==> config.mk <==
export PLATFORM = sky130hd
export DESIGN_NAME = mmv_ram_responder
export DESIGN_NICKNAME = d
export VERILOG_FILES = /design/src/rtl/mmv_ram_responder.sv
export SDC_FILE = /design/constraint.sdc
export NUM_CORES = 1
export LEC_CHECK = 0
export CAP_MARGIN = 40
export CORE_AREA = 2 2 179 137
export DETAILED_ROUTE_END_ITERATION = 7
export DIE_AREA = 0 0 181 139
export GPL_TIMING_DRIVEN = 0
export PLACE_DENSITY = 0.67
export SYNTH_ARGS = -nofsm -noshare
export SYNTH_HDL_FRONTEND = slang
export SYNTH_SLANG_ARGS = --single-unit
export TNS_END_PERCENT = 20
==> constraint.sdc <==
create_clock -name clk -period 6.16 [get_ports clk]
set_input_delay 1.232 -clock clk [delete_from_list [all_inputs] [get_ports clk]]
set_output_delay 1.232 -clock clk [all_outputs]
set_load 0.05 [all_outputs]
==> src/rtl/mmv_ram_responder.sv <==
// MemoryMapped slave backed by an internal RAM: init sweep, fixed read latency,
// optional periodic busy insertion and a stuck-at-zero fault on one cell.
module mmv_ram_responder #(
  parameter int AWIDTH    = 4,
  parameter int DWIDTH    = 16,
  parameter int RDDELAY   = 2,
  parameter int INITVAL   = 0,
  parameter int BUSYGAP   = 0,
  parameter int FAULTADDR = 0,
  parameter int FAULTMASK = 0
) (
  input  logic              clk,
  input  logic              reset,
  input  logic              clear,
  input  logic [AWIDTH-1:0] s_addr,
  input  logic              s_wreq,
  input  logic [DWIDTH-1:0] s_wdat,
  input  logic              s_rreq,
  output logic [DWIDTH-1:0] s_rdat,
  output logic              s_rval,
  output logic              s_busy,
  output logic              o_state
);

  // Handshake: a request is taken on any edge where (s_wreq | s_rreq) is high and
  // s_busy was low in that cycle; while s_busy is high requests are ignored, not queued.

  localparam int DEPTH = 1 << AWIDTH;
  localparam int GW    = (BUSYGAP > 1) ? $clog2(BUSYGAP) : 1;
  localparam logic [GW-1:0]     GAP_LAST  = (BUSYGAP > 0) ? GW'(BUSYGAP - 1) : '0;
  localparam logic [AWIDTH-1:0] LAST_ADDR = AWIDTH'(DEPTH - 1);
  localparam logic [AWIDTH-1:0] F_ADDR    = AWIDTH'(FAULTADDR);
  localparam logic [DWIDTH-1:0] F_MASK    = DWIDTH'(FAULTMASK);
  localparam logic [DWIDTH-1:0] INIT_WORD = DWIDTH'(INITVAL);

  localparam logic [0:0] ST_INIT = 1'b0;
  localparam logic [0:0] ST_RUN  = 1'b1;

  logic [0:0]        r_state;
  logic [AWIDTH-1:0] r_init_cnt;
  logic [GW-1:0]     r_gap_cnt;
  logic              r_busy;
  logic [RDDELAY-1:0] r_pv;
  logic [DWIDTH-1:0] r_pd [RDDELAY];
  logic [DWIDTH-1:0] r_mem [DEPTH];

  logic [0:0]        w_state_nx;
  logic [AWIDTH-1:0] w_init_nx;
  logic [GW-1:0]     w_gap_nx;
  logic              w_busy_nx;
  logic              w_accept;
  logic              w_acc_rd;
  logic              w_acc_wr;
  logic [DWIDTH-1:0] w_wdat_eff;
  logic [DWIDTH-1:0] w_rd_word;

  assign w_accept   = (r_state == ST_RUN) & ~r_busy & ~clear;
  assign w_acc_rd   = w_accept & s_rreq;
  assign w_acc_wr   = w_accept & s_wreq;
  assign w_wdat_eff = (s_addr == F_ADDR) ? (s_wdat & ~F_MASK) : s_wdat;
  assign w_rd_word  = r_mem[s_addr];

  always_comb begin
    w_state_nx = r_state;
    w_init_nx  = r_init_cnt;
    w_gap_nx   = '0;
    if (clear) begin
      w_state_nx = ST_INIT;
      w_init_nx  = '0;
    end else if (r_state == ST_INIT) begin
      w_init_nx = r_init_cnt + 1'b1;
      if (r_init_cnt == LAST_ADDR) w_state_nx = ST_RUN;
    end else if (BUSYGAP > 0) begin
      w_gap_nx = (r_gap_cnt == GAP_LAST) ? '0 : r_gap_cnt + 1'b1;
    end
    // Busy is computed one cycle ahead so the output is a plain register.
    w_busy_nx = (w_state_nx == ST_INIT) | ((BUSYGAP > 0) && (w_gap_nx == GAP_LAST));
  end

  always_ff @(posedge clk or negedge reset) begin
    if (!reset) begin
      r_state    <= ST_INIT;
      r_init_cnt <= '0;
      r_gap_cnt  <= '0;
      r_busy     <= 1'b1;
    end else begin
      r_state    <= w_state_nx;
      r_init_cnt <= w_init_nx;
      r_gap_cnt  <= w_gap_nx;
      r_busy     <= w_busy_nx;
    end
  end

  // RAM has no reset; the init sweep gives it defined contents.
  always_ff @(posedge clk) begin
    if (!clear) begin
      if (r_state == ST_INIT) r_mem[r_init_cnt] <= INIT_WORD;
      else if (w_acc_wr)      r_mem[s_addr]     <= w_wdat_eff;
    end
  end

  // Data stages only move with their valid bit, so s_rdat holds between pulses.
  always_ff @(posedge clk or negedge reset) begin
    if (!reset) begin
      r_pv <= '0;
      for (int i = 0; i < RDDELAY; i++) r_pd[i] <= '0;
    end else begin
      if (clear) begin
        r_pv <= '0;
      end else begin
        r_pv[0] <= w_acc_rd;
        for (int i = 1; i < RDDELAY; i++) r_pv[i] <= r_pv[i-1];
      end
      if (w_acc_rd) r_pd[0] <= w_rd_word;
      for (int i = 1; i < RDDELAY; i++) begin
        if (r_pv[i-1] && !clear) r_pd[i] <= r_pd[i-1];
      end
    end
  end

  assign s_rdat  = r_pd[RDDELAY-1];
  assign s_rval  = r_pv[RDDELAY-1];
  assign s_busy  = r_busy;
  assign o_state = r_state;

endmodule

Fig. 1: routed metal per tile
The die is cut into 36 by 28 equal tiles; dark purple is low, yellow is high, scaled to the fullest tile. Values are wire area over tile area, all layers added.
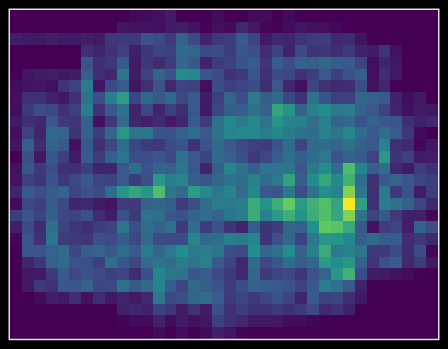
17% of the tiles are nearly empty. 4.5% of the tiles are over half the peak. The fullest tile reaches 0.80. The mean over all tiles is 0.17.
WL/cell: 25.94 um
Total Routing Usage GR: 20.77%
DRT Wirelength: 25.48 mm
DR vias: 5766

Fig. 2: sequential cells grouped by signal name
Bar = 50 um. Other sequential cells in the stronger gray, the rest of the logic in the fainter gray.
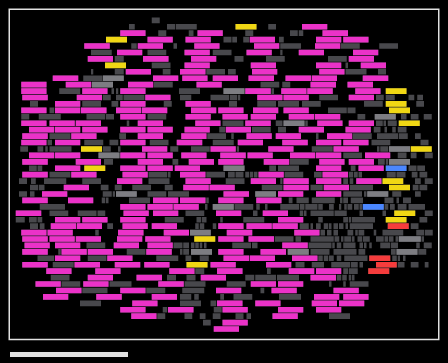
`r_pv`: in blue, placed flops 2. `s_rdat`: in yellow, placed flops 16. `r_init_cnt`: in red, placed flops 4, where lower right. `r_mem`: in magenta, placed flops 256, where spread over the die.
Another 18 sequential cells are not colored.

Fig. 3: metal layers overlaid
Two of the layers only.
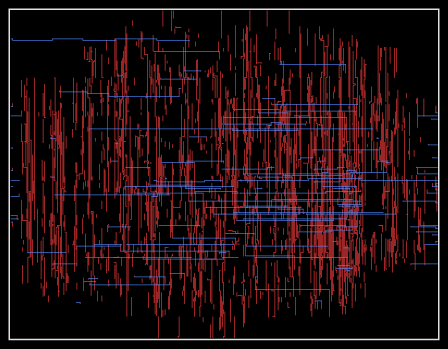
metal 2: in red, wire length 11400 um. metal 3: in blue, wire length 2280 um.

Fig. 4: clock wiring as the flow saved it
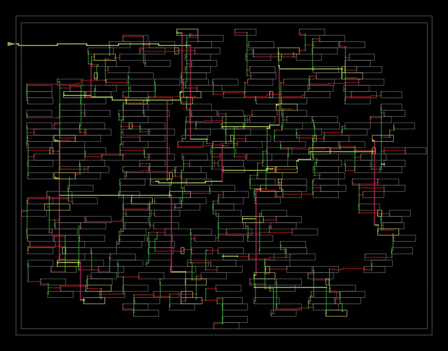
flop count: 296
clk latency late pin: 540 ps
# clk buffers: 38

Fig. 5: cell density map
Bar = 50 um. The die is cut into 18 by 14 equal tiles; dark purple is low, yellow is high, 0 to 100% covered.
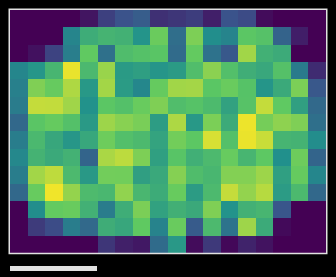
11% of the tiles are nearly empty. 27% of the tiles are over 75% full. The fullest tile reaches 98%. The mean over all tiles is 53%.

==> impl_metrics.ini <==
; implementation run metrics
[clocking]
clk_pin_slew_worst_paths_ps = 60
post_cts_buffers = 0
hold_buffers = 0
numClockSinks = 296

[hold_path]
whs_endpoint = r_pd[30]$_DFFE_PN0P_
hp-class = register to register

[final_layout]
num-fill-cells = 1758
final_nets = 681
buf_share_pct = 7.891
syn2layout_area_growth_pct = 17.85
regArea_um2 = 8690

[floorplan]
fp_util_pct = 49.14
die_h_um = 139

[detailed_routing]
vias_per_cell = 5.872
firstDrtPassIters = 5

[critical_path]
required_ps = 6400
r2r_slack_ps = 2820

[timing]
fmax_mhz = 251.0
fin_crit_sh_pct = 64.66

[synth]
synth.avg_cell_area_um2 = 20.44
netlist_top_cells_count = edfxtp_1 (256), mux4_2 (56), dfrtp_1 (39)
yosysWarnings = 0

[placed_design]
io_buffers = 41

[flow_run]
warning_count = 26

[outcome]
status = finished, final reports clean

[global_routing]
grt_pass1_vias = 5837
-- sequential cells by signal, indices dropped and copies added (netlist names) --
signal / count
r_mem: 256
o_state: 1
s_busy: 1
r_pv: 2
r_pd: 16
s_rdat: 16
r_init_cnt: 4
-- logic make-up after synthesis --
kind of cell | synth area share (%)
DFF | 75.11
muxes | 16.68
and+or+nand+nor | 3.666
buffers and inverters | 2.606
AOI/OAI and AO/OA | 1.611
xor gates and xnor gates | 0.2271
adders and majority gates | 0.1081
-- report_power, final --
| part | internal [uW] | leakage [uW] | switching [uW] | total (uW) |
|---|---|---|---|---|
| Sequential | 2180 | 0.00328 | 9.67 | 2190 |
| Clock | 914 | 0.000410 | 684 | 1600 |
| Combinational | 77.5 | 0.00145 | 92.8 | 170 |
| Total | 3170 | 0.00515 | 787 | 3960 |
-- through the flow --
stage / util [%] / total power [uW] / setup WS [ps]
6_report: 57.92 / 3956 / 2177
5_1_grt: 57.91 / 4065 / 1992
4_1_cts: 57.91 / 3986 / 2216
3_5_place_dp: 54.34 / 2399 / 1663
3_3_place_gp: 52.51 / 2380 / 933.9
2_1_floorplan: - / 2322 / 2849
-- cell usage in the layout, fill, tap and decap left out, types with 3 or more instances in the layout --
cell,n
clkinv_1,6
nor2_2,16
nor3_1,4
nand4_1,7
clkbuf_1,15
clkinv_2,3
nor2_1,6
mux2i_1,21
mux2_2,22
a22oi_1,5
clkbuf_16,27
edfxtp_1,256
clkdlybuf4s50_1,40
buf_2,16
dfrtp_1,39
nand3_1,5
inv_1,5
and2_1,16
buf_4,19
buf_6,3
mux4_1,8
nand2_1,22
a31oi_1,7
o221ai_1,10
mux4_2,56
buf_8,7
buf_16,9
-- layer usage --
metal	track usage, %	wire (um)
met4	5.178	556
met2	30.97	11410
met1	31.89	11230
met3	4.149	2284
met5	0	0
Power is estimated from default activity; no workload was simulated.
